run_1/closeup.png
Scale bar: 10 um. Window x 95 to 135, y 97 to 137 um. Cells in grey, sequential cells in the stronger grey; small squares are vias.
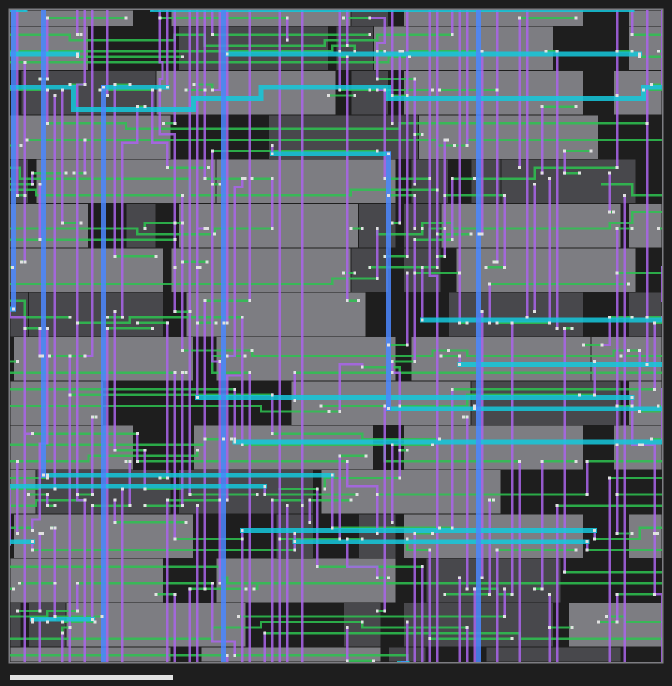
run_1/m2.png
Scale bar: 50 um. Cells faint in the background.
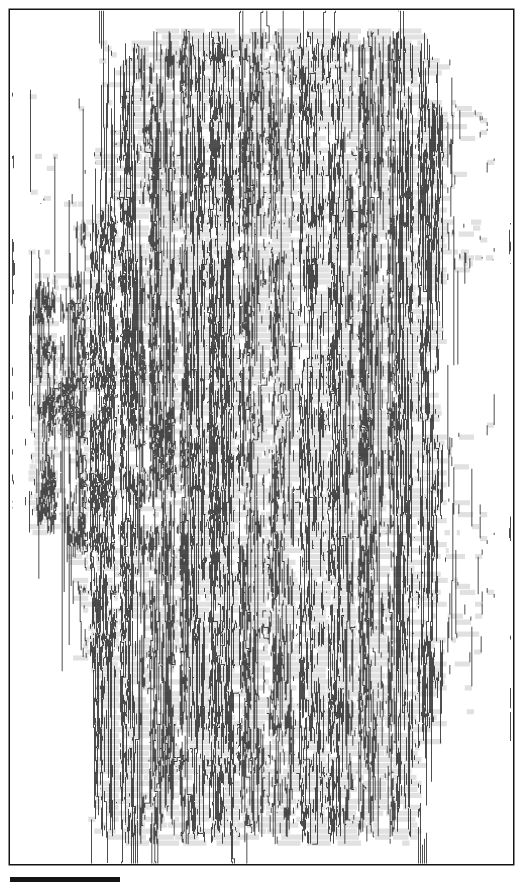
run_1/congestion_map.png
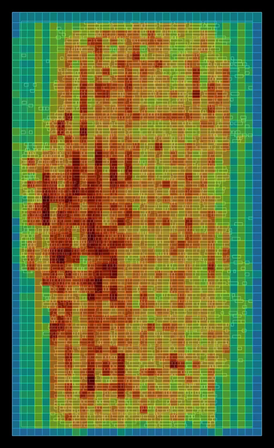
### config.mk
export PLATFORM = sky130hd
export DESIGN_NAME = config_frame_writer
export DESIGN_NICKNAME = d
export VERILOG_FILES = /design/src/rtl/config_frame_writer.sv
export SDC_FILE = /design/constraint.sdc
export NUM_CORES = 1
export LEC_CHECK = 0
export ABC_CLOCK_PERIOD_IN_PS = 7000
export CAP_MARGIN = 20
export CORE_ASPECT_RATIO = 1.75
export CORE_MARGIN = 8
export CORE_UTILIZATION = 56
export CTS_CLUSTER_DIAMETER = 60
export DETAILED_ROUTE_END_ITERATION = 10
export PLACE_DENSITY = 0.76
export SYNTH_ARGS = -nofsm -noshare
export SYNTH_HDL_FRONTEND = slang
export SYNTH_SLANG_ARGS = --single-unit
### constraint.sdc
create_clock -name clk -period 7 [get_ports clk]
set_clock_uncertainty 0.2 [all_clocks]
set_input_delay 1.4 -clock clk [delete_from_list [all_inputs] [get_ports clk]]
set_output_delay 1.4 -clock clk [all_outputs]
set_load 0.03 [all_outputs]
### src/rtl/config_frame_writer.sv
// Config frame writer: receives header/data/checksum word frames from the
// upstream JTAG config stage, stages data words, and commits them (or a zero
// range) into the active register bank only when the checksum matches.
module config_frame_writer #(
  parameter int unsigned DEPTH   = 16,
  parameter int unsigned TIMEOUT = 1024
) (
  input  logic                                    clk,
  input  logic                                    reset,
  input  logic                                    cfg_reset_in,
  input  logic                                    strobe_in,
  input  logic [31:0]                             word_in,
  input  logic [((DEPTH > 1) ? $clog2(DEPTH) : 1)-1:0] rd_addr,
  output logic [31:0]                             rd_data,
  output logic                                    busy,
  output logic                                    done,
  output logic                                    err,
  output logic [1:0]                              err_code,
  output logic [7:0]                              frame_cnt
);

  localparam int unsigned AW = (DEPTH > 1) ? $clog2(DEPTH) : 1;
  localparam int unsigned TW = $clog2(TIMEOUT + 1);

  typedef enum logic [1:0] {IDLE, DATA, CKSUM} state_t;

  localparam logic [1:0] E_HDR   = 2'b00;
  localparam logic [1:0] E_RANGE = 2'b01;
  localparam logic [1:0] E_CKSUM = 2'b10;
  localparam logic [1:0] E_TOUT  = 2'b11;

  state_t        state_q, state_d;
  logic          done_d, err_d;
  logic [1:0]    code_d;
  logic          accept_hdr, data_wr, commit;

  logic [31:0]   cksum_q;
  logic [TW-1:0] tcnt_q;
  logic [7:0]    s_q, n_q, k_q;
  logic          is_clear_q;

  logic [31:0]   active  [DEPTH];
  logic [31:0]   staging [DEPTH];

  // Header field decode
  logic       hdr_fmt_ok, hdr_range_ok, hdr_is_write;
  logic [8:0] hdr_end;
  logic [8:0] frame_end;
  logic [8:0] stg_sum;
  logic [AW-1:0] stg_idx;
  logic       timeout_hit;

  assign hdr_is_write = (word_in[23:20] == 4'd1);
  assign hdr_fmt_ok   = (word_in[31:24] == 8'hC5) &&
                        (hdr_is_write || (word_in[23:20] == 4'd2));
  assign hdr_end      = {1'b0, word_in[15:8]} + {1'b0, word_in[7:0]};
  assign hdr_range_ok = (word_in[7:0] != 8'd0) && (hdr_end <= 9'(DEPTH));
  assign frame_end    = {1'b0, s_q} + {1'b0, n_q};
  assign stg_sum      = {1'b0, s_q} + {1'b0, k_q};
  assign stg_idx      = stg_sum[AW-1:0];
  assign timeout_hit  = (tcnt_q == TW'(TIMEOUT - 1));
  assign busy         = (state_q != IDLE);

  // Next-state and decision logic
  always_comb begin
    state_d    = state_q;
    done_d     = 1'b0;
    err_d      = 1'b0;
    code_d     = err_code;
    accept_hdr = 1'b0;
    data_wr    = 1'b0;
    commit     = 1'b0;
    if (cfg_reset_in) begin
      state_d = IDLE;
    end else begin
      case (state_q)
        IDLE: begin
          if (strobe_in) begin
            if (!hdr_fmt_ok) begin
              err_d  = 1'b1;
              code_d = E_HDR;
            end else if (!hdr_range_ok) begin
              err_d  = 1'b1;
              code_d = E_RANGE;
            end else begin
              accept_hdr = 1'b1;
              state_d    = hdr_is_write ? DATA : CKSUM;
            end
          end
        end
        DATA: begin
          if (strobe_in) begin
            data_wr = 1'b1;
            if (k_q == n_q - 8'd1) state_d = CKSUM;
          end else if (timeout_hit) begin
            err_d   = 1'b1;
            code_d  = E_TOUT;
            state_d = IDLE;
          end
        end
        CKSUM: begin
          if (strobe_in) begin
            state_d = IDLE;
            if (word_in == cksum_q) begin
              commit = 1'b1;
              done_d = 1'b1;
            end else begin
              err_d  = 1'b1;
              code_d = E_CKSUM;
            end
          end else if (timeout_hit) begin
            err_d   = 1'b1;
            code_d  = E_TOUT;
            state_d = IDLE;
          end
        end
        default: state_d = IDLE;
      endcase
    end
  end

  // State and registered status pulses
  always_ff @(posedge clk) begin
    if (reset) begin
      state_q  <= IDLE;
      done     <= 1'b0;
      err      <= 1'b0;
      err_code <= E_HDR;
    end else begin
      state_q  <= state_d;
      done     <= done_d;
      err      <= err_d;
      err_code <= code_d;
    end
  end

  // Frame context, checksum, timeout counter, active bank and read port
  always_ff @(posedge clk) begin
    if (reset) begin
      cksum_q    <= '0;
      tcnt_q     <= '0;
      s_q        <= '0;
      n_q        <= '0;
      k_q        <= '0;
      is_clear_q <= 1'b0;
      frame_cnt  <= '0;
      rd_data    <= '0;
      for (int unsigned i = 0; i < DEPTH; i++) active[i] <= '0;
    end else begin
      rd_data <= active[rd_addr];
      if (state_q == IDLE || strobe_in || cfg_reset_in) tcnt_q <= '0;
      else                                              tcnt_q <= tcnt_q + 1'b1;
      if (accept_hdr) begin
        s_q        <= word_in[15:8];
        n_q        <= word_in[7:0];
        k_q        <= '0;
        is_clear_q <= !hdr_is_write;
        cksum_q    <= word_in;
      end
      if (data_wr) begin
        cksum_q <= cksum_q ^ word_in;
        k_q     <= k_q + 8'd1;
      end
      if (commit) begin
        frame_cnt <= frame_cnt + 8'd1;
        // Whole-range copy in one cycle: each entry decides independently
        // whether it lies inside [S, S+N).
        for (int unsigned i = 0; i < DEPTH; i++) begin
          if (9'(i) >= {1'b0, s_q} && 9'(i) < frame_end)
            active[i] <= is_clear_q ? '0 : staging[i];
        end
      end
    end
  end

  // Staging bank; contents only matter between header and commit
  always_ff @(posedge clk) begin
    if (data_wr) staging[stg_idx] <= word_in;
  end

endmodule

==> Changelog: implementation, run 1 <==
### Metrics

- Yosys reg bits: 1138
- WHS Path Cells: 1
- Post-route core utilization: 63.6%
- Die width: 229 um
- Flop Count: 1138
- Count of cells along the worst register-to-register path: 8
- Final tally of max-slew violations: 0
- Clock tree cell share of total cell area: 6.12%
- Most prevalent standard cell on the critical path: sky130_fd_sc_hd__buf_4
- Overall power consumption: 13600 uW
- Maximum achievable frequency: 198 MHz
- Critical Path Sink: active[9][26]
- Unique cell type count in the Yosys netlist: 65
- Post-layout instance count excluding filler cells: 3834
- Slew at the pin closest to its max-slew limit: 1100 ps
- Multiplexer fraction of the synthesized cell area: 8.23%
- Share of post-route cells with drive strength above 1: 16.1%
- Final Cell Area: 0.0504 mm^2
- Dominant non-sequential cell family after synthesis: simple AND/OR/NAND/NOR gates
- Wire length of the first global-routing pass: 159000 um
- Endpoint kind of the worst setup timing path: register
- WHS: 259 ps
- CTS max path bufs: 3
- Final estimated routing congestion in global placement: 0.922
- Yosys Chip Area: 0.0445 mm^2
- Count of nets after finishing: 2792
- CLK BUF: 127
- CTS Sinks: 1138
- Simple-gate share of the synthesized area: 10.6%
- Critical path launch point type: primary input
- Aggregate routed wire length: 110000 um
- Largest fanout on the critical path: 32
- Register area: 0.0330 mm^2
- Post-route setup TNS: 0 ps
- Crit path max-delay family: simple AND/OR/NAND/NOR gates
- Run status: finished, final reports clean
- Total of endpoints with negative setup slack in the final report: 0
- Global-route met2 utilization: 43.4%
- Beginning of the worst register-to-register path: s_q[1]
- Number of max-capacitance violations reported: 0
- Global routing met3 resource utilization: 4.39%
- CTS tree: built
- Yosys cell count: 2579
- Area of the die: 0.0891 mm^2
- Drt drc: 0
- Placed cell count: 3662
- Total placed instance area: 0.0472 mm^2
- Slowest cell delay on critical path: 750 ps
- Number of combinational gates with multiple inputs: 1291
- Worst vdd rail ir drop: 0.246 mV
- Parity-gate share of the synthesized area counting xor and xnor cells: 1.28%
- Post-layout period usage: 72.2%
- Hold Startpoint: tcnt_q[0]
- Pre-Repair DR Iteration Count: 6
- Worst Setup Slack, final: 1940 ps
- Area fraction in full adders, half adders and majority gates: 0.922%
- Leading register cell type out of synthesis: sky130_fd_sc_hd__edfxtp_1
- RSZ-0062 raised after global routing: false
- Largest cell class by area: flip-flops and latches
- Antenna Diode Count: 0
- WHS Endpoint: tcnt_q[0]
- Post-synthesis to final-layout area growth: 13.2%
- Worst slew margin relative to its limit: 25.9%
- Crit path depth: 11
- Clock insertion delay at the later pin of the skew report: 690 ps
- DR iter-0 viols: 2578
- Post-synth seq share: 74.2%
- Multi-input logic area: 0.0112 mm^2
- Synth Instances: 2579
- Root Buffer: sky130_fd_sc_hd__clkbuf_16
- Vias post-DR: 23.6k
- Top cells by instance count after synthesis: 1024 x sky130_fd_sc_hd__edfxtp_1, 545 x sky130_fd_sc_hd__and2_1, 160 x sky130_fd_sc_hd__mux4_2
- Maximum level of the CTS H-tree: 3
- Number of tap instances: 1042
- Crit Path Class: primary input to register
- Non-clock buffer area fraction after layout: 3.38%
- Number of I/O pins: 85
- Worst hold-check path type: register to register
- Worst flop-to-flop path endpoint: active[6][10]
- Hold-fix buffers at CTS: 0
- Most used routing layer: met2
- Via density per instance: 6.15
- Top cell type by instance count after synthesis: sky130_fd_sc_hd__edfxtp_1
- Sequential fraction of total cell area: 65.6%
- Number of global-route vias before repair: 24.4k
- Height of the die: 389 um
- TritonCTS Buffers: 95
- Number of nets produced by synthesis: 2650
- Number of antenna violations at the first check in global routing: 6
- Worst Setup SP: word_in[6]
- Syn Area/Cell: 17.3 um^2
- Worst slack at placement: 1330 ps
- Largest net degree at the start of global routing: 79
- Count of non-CTS inverters in the layout: 19
- Largest registers ranked by flip-flop count: active: 512 flops, staging: 512 flops
- Average wire per cell in the routed design: 28.8 um
- Post-synth tally of flip-flops with integrated enable: 1024
- Register-to-register setup slack: 2580 ps
- Layout filler cell count: 5321
- Critical path arrival: 5390 ps
- Multi-input gate share of total cell area: 22.2%
- Init Core Util: 56.2%
- Slowest cell on the critical path: sky130_fd_sc_hd__nor4_1
- Clock input transition at the sequential cells of the worst setup and hold paths: 70 ps
- Synth area leaders: sky130_fd_sc_hd__edfxtp_1 69%, sky130_fd_sc_hd__mux4_2 8.1%, sky130_fd_sc_hd__and2_1 7.7%
- Number of nets with antenna violations after detailed routing: 0
- Total global routing overflow: 0
- Warnings, synthesis: 0
- Cell taking the most area after synthesis: sky130_fd_sc_hd__edfxtp_1
- Total buffers and inverters traversed by the critical path: 4
Notes on closeup.png above:
| colour | layer |
|---|---|
| purple | M2 |
| blue | M4 |
| green | M1 |
| cyan | M3 |
most frequent: edfxtp_1 (28), and2_1 (12), mux4_2 (7)
netlist names of flops here include: active (17), staging (11)
sequential cells in the window: 28
cells with their middle in the window: 53

Notes on m2.png above:
wire length on this layer: 57.5 mm
longest straight run: 116 um
main direction: vertical
nets with wire on the layer: 2431
share of all routed wire: 52%

Notes on congestion_map.png above:
GR met1 Demand/Resource: 28.0%
all-layer global routing usage: 24.7%

-- run 1: power by group --
group          internal [uW]  leakage, uW  switching (uW)
logic                    280      0.00517             433
registers               7550       0.0105            48.7
clock network           2940      0.00150            2350
-- run 1: cell usage in the layout, fill, tap and decap left out, types with 12 or more instances in the layout --
master                            synthesis  routed
sky130_fd_sc_hd__buf_12                   0      13
sky130_fd_sc_hd__nor4_1                  18      17
sky130_fd_sc_hd__a31oi_1                 20      20
sky130_fd_sc_hd__nor2_4                   0      18
sky130_fd_sc_hd__o211a_1                 17      17
sky130_fd_sc_hd__and2_1                 545     545
sky130_fd_sc_hd__ha_1                    28      28
sky130_fd_sc_hd__buf_4                    0      78
sky130_fd_sc_hd__nor3_1                  17      16
sky130_fd_sc_hd__nand3_1                 25      25
sky130_fd_sc_hd__a21boi_0                16      16
sky130_fd_sc_hd__clkbuf_1               108      23
sky130_fd_sc_hd__dfxtp_1                114     114
sky130_fd_sc_hd__a211oi_1                12      12
sky130_fd_sc_hd__xnor2_1                 21      21
sky130_fd_sc_hd__inv_1                   19      18
sky130_fd_sc_hd__clkbuf_16                0      98
sky130_fd_sc_hd__a21oi_1                 58      58
sky130_fd_sc_hd__nand2_1                 81      81
sky130_fd_sc_hd__edfxtp_1              1024    1024
sky130_fd_sc_hd__xor2_1                  44      44
sky130_fd_sc_hd__clkdlybuf4s50_1          0      79
sky130_fd_sc_hd__o21a_1                  14      14
sky130_fd_sc_hd__mux4_2                 160     160
sky130_fd_sc_hd__nor2_1                  55      36
sky130_fd_sc_hd__or3_1                   23      23
sky130_fd_sc_hd__o21ai_0                 34      28
-- run 1: metal layers --
metal  vias up  share of wire (%)
met4         0                6.3
li1      10040                  -
met1     12000                 33
met2      1223                 52
met5         -                  0
met3       309                8.3
## Run 2: what changed since run 1
Settings changed: ABC_CLOCK_PERIOD_IN_PS 7000 to 5160, CORE_UTILIZATION 56 to 62, PLACE_DENSITY 0.76 to 0.79.
Clock period 7 ns to 5.16 ns, I/O delays scaled along.
run_2/m1.png
Scale bar: 50 um. Supply wires on this layer in grey. Cells faint in the background.
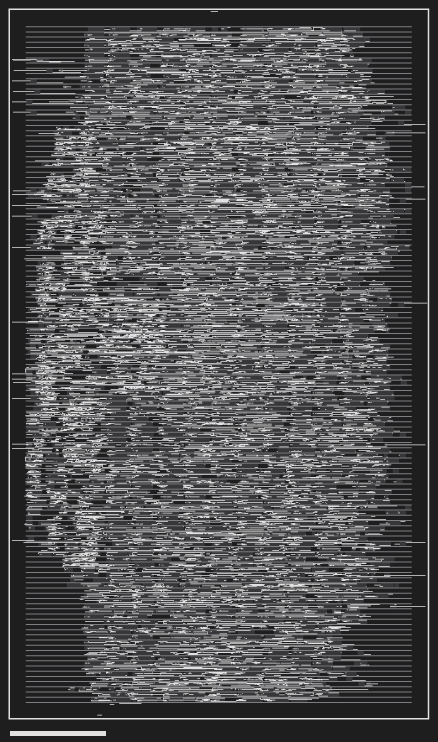
main direction: horizontal
wire length on this layer: 36.7 mm
nets with wire on the layer: 2737
longest straight run: 98.0 um
share of all routed wire: 33%
vias post-DR: 23.8k
GR met1 Demand/Resource: 31.3%
aggregate routed wire length: 112000 um

==> run 2 against run 1 <==
Net effect: core utilization up 7.1 points; power grew 35%; clock power is 34% higher; critical path type unchanged.
==> Changelog: implementation, run 2 <==
### Metrics

- Run status: finished, final reports clean (unchanged)
- Crit path max-delay family: simple AND/OR/NAND/NOR gates (unchanged)
- Total of endpoints with negative setup slack in the final report: 0 (unchanged)
- Area of the placeable core: 0.0714 mm^2 (was 0.0792 mm^2)
- Tool warnings: 35 (was 31)
- Number of I/O pins: 85 (unchanged)
- Largest registers ranked by flip-flop count: active: 512 flops, staging: 512 flops (unchanged)
- Worst Setup Slack, final: 275 ps (was 1940 ps)
- Maximum level of the CTS H-tree: 3 (unchanged)
- Top cells by instance count after synthesis: 1024 x sky130_fd_sc_hd__edfxtp_1, 545 x sky130_fd_sc_hd__and2_1, 160 x sky130_fd_sc_hd__mux4_2 (unchanged)
- Commonest cells after routing, fill and taps aside: 1024 x sky130_fd_sc_hd__edfxtp_1, 545 x sky130_fd_sc_hd__and2_1, 160 x sky130_fd_sc_hd__mux4_2, 114 x sky130_fd_sc_hd__dfxtp_1, 96 x sky130_fd_sc_hd__clkbuf_16 (was 1024 x sky130_fd_sc_hd__edfxtp_1, 545 x sky130_fd_sc_hd__and2_1, 160 x sky130_fd_sc_hd__mux4_2, 114 x sky130_fd_sc_hd__dfxtp_1, 98 x sky130_fd_sc_hd__clkbuf_16)
- Total global routing overflow: 0 (unchanged)
- Post-route setup TNS: 0 ps (unchanged)
- Endpoint kind of the worst setup timing path: register (unchanged)
- Unique cell type count in the Yosys netlist: 65 (unchanged)
- Number of antenna violations at the first check in global routing: 2 (was 6)
- Pre-Repair DR Iteration Count: 5 (was 6)
- Net switching share of the total power: 21.2% (was 20.8%)
- Fraction of synthesis flops using an asynchronous set or reset pin: 0% (unchanged)
- Warnings, synthesis: 0 (unchanged)
- Total buffers and inverters traversed by the critical path: 3 (was 4)
- Largest fanout on the critical path: 32 (unchanged)
- Share of post-route cells with drive strength above 1: 16.9% (was 16.1%)
- Flop pwr share: 56.1% (was 55.9%)
- Count of input and output buffers: 84 (unchanged)
- Worst hold-check path type: register to register (unchanged)
- Net switching power: 3890 uW (was 2830 uW)
- Drt drc: 0 (unchanged)
- Combinational fraction of design power: 5.3% (was 5.2%)
- TritonCTS Buffers: 94 (was 95)
- All-layer global routing usage: 27.8% (was 24.7%)
- DR iter-0 viols: 2635 (was 2578)
- HPWL Detailed: 67300 um (was 64900 um)
- Slew at the pin closest to its max-slew limit: 1200 ps (was 1100 ps)
- Layout filler cell count: 4232 (was 5321)
- Overall power consumption: 18400 uW (was 13600 uW)
- Relative contribution of the clock network to total power: 38.6% (was 38.9%)
- Worst slew margin relative to its limit: 19.9% (was 25.9%)
- CTS resizes: 0 (unchanged)
- CTS max path bufs: 3 (unchanged)
- CTS tree: built (unchanged)
- CTS Sinks: 1138 (unchanged)
- Synth area leaders: sky130_fd_sc_hd__edfxtp_1 69%, sky130_fd_sc_hd__mux4_2 8.1%, sky130_fd_sc_hd__and2_1 7.7% (unchanged)
- Post-CTS setup buffer count: 0 (unchanged)
- Top cell type by instance count after synthesis: sky130_fd_sc_hd__edfxtp_1 (unchanged)
- Largest net degree at the start of global routing: 108 (was 79)
- Ratio of total power to cell area: 364 mW/mm^2 (was 270 mW/mm^2)
- Die width: 219 um (was 229 um)
- Height of the die: 371 um (was 389 um)
- Register area: 0.0330 mm^2 (unchanged)
- Clock insertion delay at the later pin of the skew report: 670 ps (was 690 ps)
- Number of nets produced by synthesis: 2650 (unchanged)
- Crit Path Class: primary input to register (unchanged)
- Ordered list of cells on the worst path: clkdlybuf4s50_1, xor2_1, nor4_1, nand4_1, nor4_4, buf_4, nand4b_4, a2111oi_4, buf_4, and2_1 (was clkdlybuf4s50_1, xor2_1, nor4_1, nand4_1, nor4_4, buf_4, nand2_1, buf_4, and4b_1, buf_4, and2_1)
- Count of nets after finishing: 2813 (was 2792)
- Leakage power summed over all cells: 0.0174 uW (was 0.0172 uW)
- Post-layout period usage: 94.7%
- Final tally of max-slew violations: 0 (unchanged)
- Number of max-capacitance violations reported: 0 (unchanged)
- RSZ-0062 raised after global routing: false (unchanged)
- Data required time of the worst path: 5490 ps (was 7340 ps)
- Syn Area/Cell: 17.3 um^2 (unchanged)
- Slowest cell delay on critical path: 870 ps (was 750 ps)
- Synth Instances: 2579 (unchanged)
- Worst vdd rail ir drop: 0.281 mV (was 0.246 mV)
- Via density per instance: 6.36 (was 6.15)
- Wire length of the first global-routing pass: 161000 um (was 159000 um)
- Number of global-route vias before repair: 24.9k (was 24.4k)
- Post-synth seq share: 74.2% (unchanged)
- Number of cell rows: 130 (was 137)
- Clock input transition at the sequential cells of the worst setup and hold paths: 70 ps (about the same)
- Top cell excl fill/tap: sky130_fd_sc_hd__edfxtp_1 (unchanged)
- Cell taking the most area after synthesis: sky130_fd_sc_hd__edfxtp_1 (unchanged)
- Critical path launch point type: primary input (unchanged)
- Slowest cell on the critical path: sky130_fd_sc_hd__nor4_1 (unchanged)
- Yosys cell count: 2579 (unchanged)
- Critical path arrival: 5210 ps (was 5390 ps)
- Area of the mapped netlist: 0.0445 mm^2 (unchanged)
- Area of the die: 0.0810 mm^2 (was 0.0891 mm^2)
- Average wire per cell in the routed design: 29.7 um (was 28.8 um)
- Leading register cell type out of synthesis: sky130_fd_sc_hd__edfxtp_1 (unchanged)
- Design internal power: 14500 uW (was 10800 uW)
- Post-synthesis to final-layout area growth: 13.4% (was 13.2%)
- Maximum achievable frequency: 205 MHz
- WHS: 280 ps (was 259 ps)
- Number of nets with antenna violations after detailed routing: 0 (unchanged)
- Yosys Chip Area: 0.0445 mm^2 (unchanged)
- Synth top area share: 69.1% (unchanged)
- Most prevalent standard cell on the critical path: sky130_fd_sc_hd__buf_4 (unchanged)
- Hold-fix buffers at CTS: 0 (unchanged)
- Multi-input logic area: 0.0112 mm^2 (unchanged)
- Root Buffer: sky130_fd_sc_hd__clkbuf_16 (unchanged)
- Worst slack at placement: -233 ps (was 1330 ps)
- Final estimated routing congestion in global placement: 0.888 (was 0.922)
- Yosys reg bits: 1138 (unchanged)
- Final Hold Fails: 0 (unchanged)
- Init Core Util: 62.4% (was 56.2%)
- Post-synth tally of flip-flops with integrated enable: 1024 (unchanged)
- Time the worst path needs with I/O delays and setup: 4890 ps
[run 2: path summary, 6_finish.rpt]
path | from | to | slack [ps] | cells past startpoint
max | word_in[6] | active[1][19] | 270 | 10
min | cksum_q[20] | cksum_q[20] | 280 | 2
max reg2reg | cksum_q[6] | active[1][19] | 1130 | 9
min reg2reg | cksum_q[20] | cksum_q[20] | 280 | 2
[run 2: through the flow]
step | util [%] | cells | cell area (um^2)
final | 70.7 | 3749 | 50500
after global routing | 70.7 | 3747 | 50500
after CTS | 70.7 | 3747 | 50500
after detailed placement | 66.4 | 3570 | 47400
after global placement | 66.4 | 3570 | 47400
after floorplan | - | 2579 | 44500
[run 2: metal layers]
layer	GRT usage (%)	routed length, um	up-vias
met3	4.86	9270	321
met2	49.8	59200	1277
met1	31.3	36700	12157
met5	0	18	-
li1	-	-	10084
met4	14.2	6240	2
[run 2: layout make-up]
class / count / area share [%]
inverter: 19 / 0.141
clock inverter: 56 / 0.919
multi-input combinational: 1291 / 22.2
antenna: 2 / 0.00991
sequential: 1138 / 65.4
tap: 924 / 2.29
timing repair buffer: 198 / 3.94
clock buffer: 121 / 5.10
[run 2: logic make-up after synthesis]
family / count (synthesis) / share of synthesized area, %
DFF: 1138 / 74.2
AOI/OAI and AO/OA: 224 / 3.47
muxes: 166 / 8.23
xor gates and xnor gates: 65 / 1.28
buffers and inverters: 150 / 1.33
adders and majority gates: 31 / 0.922
and+or+nand+nor: 805 / 10.6
[run 2: power groups by stage]
stage	registers, uW	clock network, uW	logic (uW)
5_1_grt	10300	7460	1010
3_3_place_gp	10500	0	957
6_report	10300	7080	977
3_5_place_dp	10500	0	978
4_1_cts	10300	7120	982
2_1_floorplan	10500	0	451
No activity file was given, so power comes from the tool's default toggle rates.
